## src/rtl/link_pkg.sv

```systemverilog
// Shared definitions for the serial link transfer scheduler.
// Holds the FSM state encoding, the SC register field values written to
// the link port, the byte returned to a requester on an aborted transfer,
// and a helper that builds the SC word that starts a transfer.
package link_pkg;

    localparam int BYTE_W = 8;

    typedef enum logic [2:0] {
        ST_IDLE,
        ST_LOAD_SB,
        ST_START,
        ST_WAIT,
        ST_READ_SB,
        ST_RESP,
        ST_ABORT
    } xfer_state_t;

    localparam logic [BYTE_W-1:0] SC_START   = 8'h80;
    localparam logic [BYTE_W-1:0] SC_INTCLK  = 8'h01;
    localparam logic [BYTE_W-1:0] SC_STOP    = 8'h00;
    localparam logic [BYTE_W-1:0] ABORT_BYTE = 8'hFF;

    // Start bit always set; internal clock selected only in master mode.
    function automatic logic [BYTE_W-1:0] sc_start_word(input logic ext_clk);
        return SC_START | (ext_clk ? SC_STOP : SC_INTCLK);
    endfunction

endpackage

```

## src/rtl/link_xfer_sched_if.sv

```systemverilog
// Register-side bus between the transfer scheduler and the link port.
//   port_sel_sb / port_sel_sc : select the SB (data) or SC (control) register
//   port_we / port_re         : one-cycle write / read strobes
//   port_wdata                : write data to the port
//   port_rdata                : read data from the port
//   xfer_irq                  : one-cycle transfer-complete interrupt
// master = scheduler side, slave = link port side.
interface link_xfer_sched_if;
    import link_pkg::*;

    logic              port_sel_sb;
    logic              port_sel_sc;
    logic              port_we;
    logic              port_re;
    logic [BYTE_W-1:0] port_wdata;
    logic [BYTE_W-1:0] port_rdata;
    logic              xfer_irq;

    modport master (
        output port_sel_sb, port_sel_sc, port_we, port_re, port_wdata,
        input  port_rdata, xfer_irq
    );

    modport slave (
        input  port_sel_sb, port_sel_sc, port_we, port_re, port_wdata,
        output port_rdata, xfer_irq
    );

endinterface

```

## src/rtl/link_xfer_sched_rr_arb2.sv

```systemverilog
// Two-way round-robin grant, purely combinational.
//   req[1:0] : pending requests
//   last     : requester granted most recently
//   gnt      : index of the winning requester (meaningful when valid)
//   valid    : at least one request pending
// A lone request always wins; on a tie the requester not granted last wins.
module rr_arb2 (
    input  logic [1:0] req,
    input  logic       last,
    output logic       gnt,
    output logic       valid
);

    always_comb begin
        valid = |req;
        gnt   = 1'b0;
        case (req)
            2'b01:   gnt = 1'b0;
            2'b10:   gnt = 1'b1;
            2'b11:   gnt = ~last;
            default: gnt = 1'b0;
        endcase
    end

endmodule

```

## src/rtl/link_xfer_sched.sv

```systemverilog
// Two-requester scheduler for the serial link port.
// Grants one of two requesters round-robin, then sequences the byte
// exchange through the port registers: write SB, write SC to start, wait
// for the completion interrupt (bounded by a timeout), read SB back and
// return the received byte with a one-cycle done pulse.
//   cpu_clock, reset       : clock, asynchronous active-high reset
//   req[1:0]               : per-requester transfer request
//   tx_byte0 / tx_byte1    : byte to send for each requester
//   ext_clk[1:0]           : 1 = slave mode (external clock)
//   done[1:0], err         : completion pulse to the granted requester, abort flag
//   rx_byte                : received byte (ABORT_BYTE on abort)
//   busy                   : high whenever the FSM is not idle
//   bus                    : register interface to the link port
// All outputs are registered: each state's strobes are loaded on the edge
// that enters that state.
module link_xfer_sched
    import link_pkg::*;
#(
    parameter int TIMEOUT_CYCLES = 200000,
    parameter int RR_INIT        = 0
) (
    input  logic              cpu_clock,
    input  logic              reset,
    input  logic [1:0]        req,
    input  logic [BYTE_W-1:0] tx_byte0,
    input  logic [BYTE_W-1:0] tx_byte1,
    input  logic [1:0]        ext_clk,
    output logic [1:0]        done,
    output logic              err,
    output logic [BYTE_W-1:0] rx_byte,
    output logic              busy,
    link_xfer_sched_if.master bus
);

    localparam int                CNT_W    = $clog2(TIMEOUT_CYCLES) + 1;
    localparam logic [CNT_W-1:0]  CNT_LAST = CNT_W'(TIMEOUT_CYCLES - 1);
    // 'last' starts on the other requester so RR_INIT wins the first tie.
    localparam logic              LAST_RST = (RR_INIT == 0) ? 1'b1 : 1'b0;

    xfer_state_t       state;
    logic              gnt_l;
    logic [BYTE_W-1:0] tx_l;
    logic              ext_l;
    logic              last;
    logic [CNT_W-1:0]  cnt;

    logic              arb_gnt;
    logic              arb_valid;
    logic [BYTE_W-1:0] arb_byte;

    // Saturating increment so the counter never wraps back under the limit.
    function automatic logic [CNT_W-1:0] sat_inc(input logic [CNT_W-1:0] v);
        return (&v) ? v : v + CNT_W'(1);
    endfunction

    rr_arb2 u_arb (
        .req   (req),
        .last  (last),
        .gnt   (arb_gnt),
        .valid (arb_valid)
    );

    assign arb_byte = arb_gnt ? tx_byte1 : tx_byte0;

    always_ff @(posedge cpu_clock or posedge reset) begin
        if (reset) begin
            state           <= ST_IDLE;
            gnt_l           <= 1'b0;
            tx_l            <= '0;
            ext_l           <= 1'b0;
            last            <= LAST_RST;
            cnt             <= '0;
            done            <= '0;
            err             <= 1'b0;
            rx_byte         <= '0;
            busy            <= 1'b0;
            bus.port_sel_sb <= 1'b0;
            bus.port_sel_sc <= 1'b0;
            bus.port_we     <= 1'b0;
            bus.port_re     <= 1'b0;
            bus.port_wdata  <= '0;
        end else begin
            // Strobes and done are single-cycle; only the entering state sets them.
            bus.port_sel_sb <= 1'b0;
            bus.port_sel_sc <= 1'b0;
            bus.port_we     <= 1'b0;
            bus.port_re     <= 1'b0;
            done            <= '0;

            case (state)
                ST_IDLE: begin
                    if (arb_valid) begin
                        gnt_l           <= arb_gnt;
                        tx_l            <= arb_byte;
                        ext_l           <= ext_clk[arb_gnt];
                        state           <= ST_LOAD_SB;
                        busy            <= 1'b1;
                        bus.port_we     <= 1'b1;
                        bus.port_sel_sb <= 1'b1;
                        bus.port_wdata  <= arb_byte;
                    end
                end

                ST_LOAD_SB: begin
                    state           <= ST_START;
                    bus.port_we     <= 1'b1;
                    bus.port_sel_sc <= 1'b1;
                    bus.port_wdata  <= sc_start_word(ext_l);
                end

                ST_START: begin
                    state <= ST_WAIT;
                    cnt   <= '0;
                end

                ST_WAIT: begin
                    cnt <= sat_inc(cnt);
                    // The interrupt is checked first so it wins over a
                    // timeout landing in the same cycle.
                    if (bus.xfer_irq) begin
                        state           <= ST_READ_SB;
                        bus.port_re     <= 1'b1;
                        bus.port_sel_sb <= 1'b1;
                    end else if (cnt >= CNT_LAST) begin
                        state           <= ST_ABORT;
                        bus.port_we     <= 1'b1;
                        bus.port_sel_sc <= 1'b1;
                        bus.port_wdata  <= SC_STOP;
                        done[gnt_l]     <= 1'b1;
                        err             <= 1'b1;
                        rx_byte         <= ABORT_BYTE;
                        last            <= gnt_l;
                    end
                end

                ST_READ_SB: begin
                    state       <= ST_RESP;
                    rx_byte     <= bus.port_rdata;
                    done[gnt_l] <= 1'b1;
                    err         <= 1'b0;
                    last        <= gnt_l;
                end

                ST_RESP: begin
                    state <= ST_IDLE;
                    busy  <= 1'b0;
                end

                ST_ABORT: begin
                    state <= ST_IDLE;
                    busy  <= 1'b0;
                end

                default: begin
                    state <= ST_IDLE;
                    busy  <= 1'b0;
                end
            endcase
        end
    end

    logic unused_tx;
    assign unused_tx = ^tx_l;

endmodule

```

## src/flat_wrapper.sv

```systemverilog
// flat-port wrapper written by rule: the top's interface ports become plain ports
module link_xfer_sched_flat import link_pkg::*;
#(
    parameter int TIMEOUT_CYCLES = 200000,
    parameter int RR_INIT        = 0
)
  (cpu_clock, reset, req, tx_byte0, tx_byte1, ext_clk, done, err, rx_byte, busy, bus_port_sel_sb, bus_port_sel_sc, bus_port_we, bus_port_re, bus_port_wdata, bus_port_rdata, bus_xfer_irq);
  link_xfer_sched_if bus_i ();
  input  logic cpu_clock;
  input  logic reset;
  input  logic [1:0] req;
  input  logic [BYTE_W-1:0] tx_byte0;
  input  logic [BYTE_W-1:0] tx_byte1;
  input  logic [1:0] ext_clk;
  output logic [1:0] done;
  output logic err;
  output logic [BYTE_W-1:0] rx_byte;
  output logic busy;
  output wire logic [$bits(bus_i.port_sel_sb)-1:0] bus_port_sel_sb;
  output wire logic [$bits(bus_i.port_sel_sc)-1:0] bus_port_sel_sc;
  output wire logic [$bits(bus_i.port_we)-1:0] bus_port_we;
  output wire logic [$bits(bus_i.port_re)-1:0] bus_port_re;
  output wire logic [$bits(bus_i.port_wdata)-1:0] bus_port_wdata;
  input wire logic [$bits(bus_i.port_rdata)-1:0] bus_port_rdata;
  input wire logic [$bits(bus_i.xfer_irq)-1:0] bus_xfer_irq;
  assign bus_port_sel_sb = bus_i.port_sel_sb;
  assign bus_port_sel_sc = bus_i.port_sel_sc;
  assign bus_port_we = bus_i.port_we;
  assign bus_port_re = bus_i.port_re;
  assign bus_port_wdata = bus_i.port_wdata;
  assign bus_i.port_rdata = bus_port_rdata;
  assign bus_i.xfer_irq = bus_xfer_irq;
  link_xfer_sched #(.TIMEOUT_CYCLES(TIMEOUT_CYCLES), .RR_INIT(RR_INIT)) u_core (.cpu_clock(cpu_clock), .reset(reset), .req(req), .tx_byte0(tx_byte0), .tx_byte1(tx_byte1), .ext_clk(ext_clk), .done(done), .err(err), .rx_byte(rx_byte), .busy(busy), .bus(bus_i));
endmodule
```

## config.mk

```make
export PLATFORM = sky130hd
export DESIGN_NAME = link_xfer_sched_flat
export DESIGN_NICKNAME = d
export VERILOG_FILES = /design/src/rtl/link_pkg.sv /design/src/rtl/link_xfer_sched_if.sv /design/src/rtl/link_xfer_sched_rr_arb2.sv /design/src/rtl/link_xfer_sched.sv /design/src/flat_wrapper.sv
export SDC_FILE = /design/constraint.sdc
export NUM_CORES = 1
export LEC_CHECK = 0
export CAP_MARGIN = 20
export CORE_MARGIN = 3
export CORE_UTILIZATION = 46
export DETAILED_ROUTE_END_ITERATION = 10
export GPL_TIMING_DRIVEN = 0
export PLACE_DENSITY = 0.76
export SYNTH_ARGS = -nofsm -noshare
export SYNTH_HDL_FRONTEND = slang
export SYNTH_HIERARCHICAL = 1
export SYNTH_SLANG_ARGS = --single-unit
export TNS_END_PERCENT = 50
```

## constraint.sdc

```tcl
create_clock -name cpu_clock -period 2.1 [get_ports cpu_clock]
set_input_delay 0.21 -clock cpu_clock [delete_from_list [all_inputs] [get_ports cpu_clock]]
set_output_delay 0.21 -clock cpu_clock [all_outputs]
set_load 0.01 [all_outputs]
```

==> changes_impl.md <==
### Changed

* Setup Crit Path Kind: register to register
* Initial antenna violation count at 0
* DRC Markers at 0
* Flops out of synthesis at 49
* Most instantiated logic cells after routing: 54 x sky130_fd_sc_hd__clkdlybuf4s50_1, 46 x sky130_fd_sc_hd__dfrtp_1, 32 x sky130_fd_sc_hd__nor2_1
* Clock tree root driver cell: sky130_fd_sc_hd__clkbuf_8
* Cell count after synthesis at 275
* Clock tree from TritonCTS: done
* Type of the most critical hold path: primary input to asynchronous set/reset pin
* Final clock period utilization by the worst path at 102%
* Worst setup skew after layout at 0.00753 ns
* Iteration count of the initial detailed-routing pass at 4
* Final net count at 375
* Cell count listed in synth_stat.txt at 275
* Result of the run: finished, violations left
* Power density over the cells at 1110 nW/µm²
* Sequential share of the synthesized area at 47.5%
* Count of routing violations after the opening detailed-route iteration at 156
* Area growth from synthesis to final layout at 33.9%
* Average via count per standard cell at 5.79
* Effective utilization at floorplan at 49.0%
* I/O pin count at 55
* Area of the synthesized netlist per yosys stat at 2580 µm²
* Static power due to leakage at 1.50 nW
* Die outline area at 6550 µm²
* Violated checks: setup timing
* Top area cells in the synthesized netlist: sky130_fd_sc_hd__dfrtp_1 47%, sky130_fd_sc_hd__nor2_1 4.7%, sky130_fd_sc_hd__a21oi_1 4.3%
* Most common library cell in the layout ignoring fill and taps: sky130_fd_sc_hd__clkdlybuf4s50_1
* Placed cell area at 3230 µm²
* Count of antenna diodes in the layout at 0
* Tally of yosys warning messages at 6
* Count of library flops with an enable pin at 0
* RSZ-0062 raised after global routing: true
* Skew-Pair Late Insertion Delay at 0.30 ns
* Final Instance Area at 3460 µm²
* Worst setup SP type: register
* Minimum period implied by the final worst setup slack at 2.14 ns
* Measured slew at the worst slew-check pin at 0.627 ns
* Ratio of cells with drive above 1 in the final layout at 11.9%
* Clk sinks at 49
* Wire length of the first global-routing pass at 10600 µm
* Crit path arrival time at 2.33 ns
* Area leader share at 46.5%
* Log Warnings at 27
* Number of flip-flops under the largest register name at 19
* Post-layout util at 65.6%
* Number of unique standard cell types used by synthesis at 55
* Final Total Pwr at 0.00383 W
* Worst Path Max Fanout at 6
* Largest registers in the final layout: u_core/cnt x19, u_core/bus.port_wdata x8, u_core/rx_byte x8
* Summed instance area of the synthesized netlist at 2580 µm²
* Total gr overflow at 0
* Number of core rows at 26
* Tally of buffers added on design ports at 54
* Worst path required time at 2.29 ns
* Upper clock frequency limit at 0.468 GHz
* Mean instance size in the synthesized netlist at 9.39 µm²
* Async set-reset flop share out of synthesis at 100%
* Final Hold Violation Tally at 0
* DIE WIDTH at 80.9 µm
* Vias in the first global route at 2292
* Crit end category: register
* Vertical die dimension at 80.9 µm
* Sum Neg Setup Slack at -0.100 ns
* Library cell with the largest summed area after synthesis: sky130_fd_sc_hd__dfrtp_1
* Worst supply voltage drop on vdd at 0.462 mV
* Number of maximum-capacitance constraint violations at 0
* Number of endpoints failing setup at the final stage at 5
* Smallest setup slack after layout at -0.0361 ns
* RD Place Congestion at 0.991
* Tightest hold margin at 0.259 ns
* Post-route antenna net violation count at 0
* Bufs on Longest Clock Path at 2
* Nets in the synthesized netlist at 307
* HPWL after detailed placement at 4650 µm
* Largest net degree at the start of global routing at 28
* Placeable core region at 5270 µm²
* Register with the most flip-flops: u_core/cnt
* Normalized max-slew margin at 58.2%
* CTS H-tree depth at 2
* Number of CTS-inserted buffers at 5
* Main flop type: sky130_fd_sc_hd__dfrtp_1
* Count of final max-slew check failures at 0
* CTS clk-pin slew, worst paths at 0.09 ns
Yosys cell counts (all sizes together), types with 2 or more instances:
cell / number
a211o: 3
a211oi: 2
a21boi: 2
a21o: 3
a21oi: 24
a31oi: 5
and2: 3
and3: 7
and4: 5
buf: 4
clkbuf: 12
dfrtp: 48
inv: 5
mux2: 5
mux2i: 8
nand2: 22
nand2b: 3
nand3: 12
nand4: 6
nor2: 32
nor2b: 3
nor3: 5
nor4: 3
o211ai: 3
o21ai: 17
o2bb2ai: 6
o31ai: 6
o41ai: 2
or4: 2
power breakdown:
group / switching (W) / total, W / internal [W]
clock network: 0.000295 / 0.000684 / 0.000388
registers: 0.000173 / 0.00141 / 0.00124
logic: 0.000904 / 0.00174 / 0.000837
total: 0.00137 / 0.00383 / 0.00246
what timing repair did:
item	4_1_cts	5_1_grt
hold buffers	0	0
resized	2	14
endpoints found under the hold margin	0	0
endpoints found under the setup margin	8	27
buffers inserted	3	5
pin swaps	2	5
cell families (layout without fill, tap and decap cells):
family / Yosys count / after routing / share of synthesized area (%)
AND/OR/NAND/NOR: 107 / 107 / 20.6
AND-OR/OR-AND: 84 / 84 / 22.5
flip-flops: 49 / 49 / 47.5
buffers and inverters: 21 / 90 / 3.44
multiplexers: 13 / 13 / 5.43
adder cells (fa/ha/maj): 1 / 1 / 0.484
routing by layer:
layer	up-vias	track usage, %	part of all wire, %
li1	1159	-	-
met1	1160	25.3	44
met2	72	35.8	47
met3	5	4.55	7.3
met4	0	6.25	0.77
met5	-	0	0
cell type report:
class                           count  area, µm²
Clock inverter                      1       30.0
Tap cell                           70       87.6
Timing Repair Buffer               63        624
Sequential cell                    49       1230
Buffer                             14       65.1
Clock buffer                        7       86.3
Fill cell                         446       1810
Multi-Input combinational cell    205       1320
Inverter                            5       18.8
critical path, stage by stage, from the launching register on:
cell	delay, ns
sky130_fd_sc_hd__dfrtp_2	0.44
sky130_fd_sc_hd__or4b_4	0.56
sky130_fd_sc_hd__o41ai_4	0.34
sky130_fd_sc_hd__a221o_2	0.30
sky130_fd_sc_hd__o21ai_4	0.08
sky130_fd_sc_hd__mux2_4	0.30
worst paths after layout:
kind                                                 startpoint                              endpoint  slack (ns)  cells after the start
max                                   u_core/cnt[6]$_DFFE_PP0P_  u_core/bus.port_wdata[0]$_DFFE_PP0P_       -0.04                      5
min                                                       reset  u_core/bus.port_wdata[7]$_DFFE_PP0P_        0.26                      2
max reg2reg                           u_core/cnt[6]$_DFFE_PP0P_  u_core/bus.port_wdata[0]$_DFFE_PP0P_       -0.04                      5
min reg2reg                u_core/bus.port_wdata[7]$_DFFE_PP0P_  u_core/bus.port_wdata[7]$_DFFE_PP0P_        0.49                      1
max in group asynchronous                                 reset               u_core/last$_DFFE_PP1P_        1.26                      3
min in group cpu_clock     u_core/bus.port_wdata[7]$_DFFE_PP0P_  u_core/bus.port_wdata[7]$_DFFE_PP0P_        0.49                      1
per-stage QoR:
step / setup slack [ns] / std cells
after floorplan: 0.0648 / 275
after global placement: -0.238 / 399
after detailed placement: -0.230 / 400
after CTS: 0.000203 / 411
after global routing: -0.134 / 414
final: -0.0361 / 414
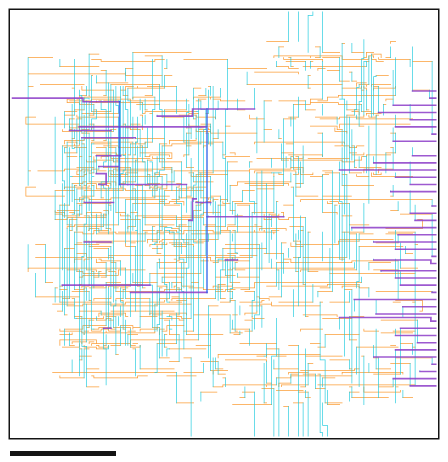
Figure 1: metal layers overlaid.
The bar under the picture is 20 µm long.
Key: blue = M4 [wire length 50.3 µm]; cyan = M2 [wire length 3070 µm]; orange = M1 [wire length 2870 µm]; purple = M3 [wire length 473 µm]
Total GRT Usage: 20.5%
total length of routed wires: 6460 µm
DR vias: 2396
drt wl/cell: 15.6 µm

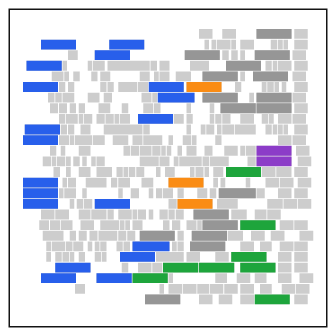
Figure 2: where the registers sit.
Other sequential cells in the stronger grey, the rest of the logic in the fainter grey.
Key: green = u_core/bus.port_wdata [placed flops 8, where bottom right]; orange = u_core/state [placed flops 3]; purple = u_core/done [placed flops 2]; blue = u_core/cnt [placed flops 19]

No activity file was given, so power comes from the tool's default toggle rates.
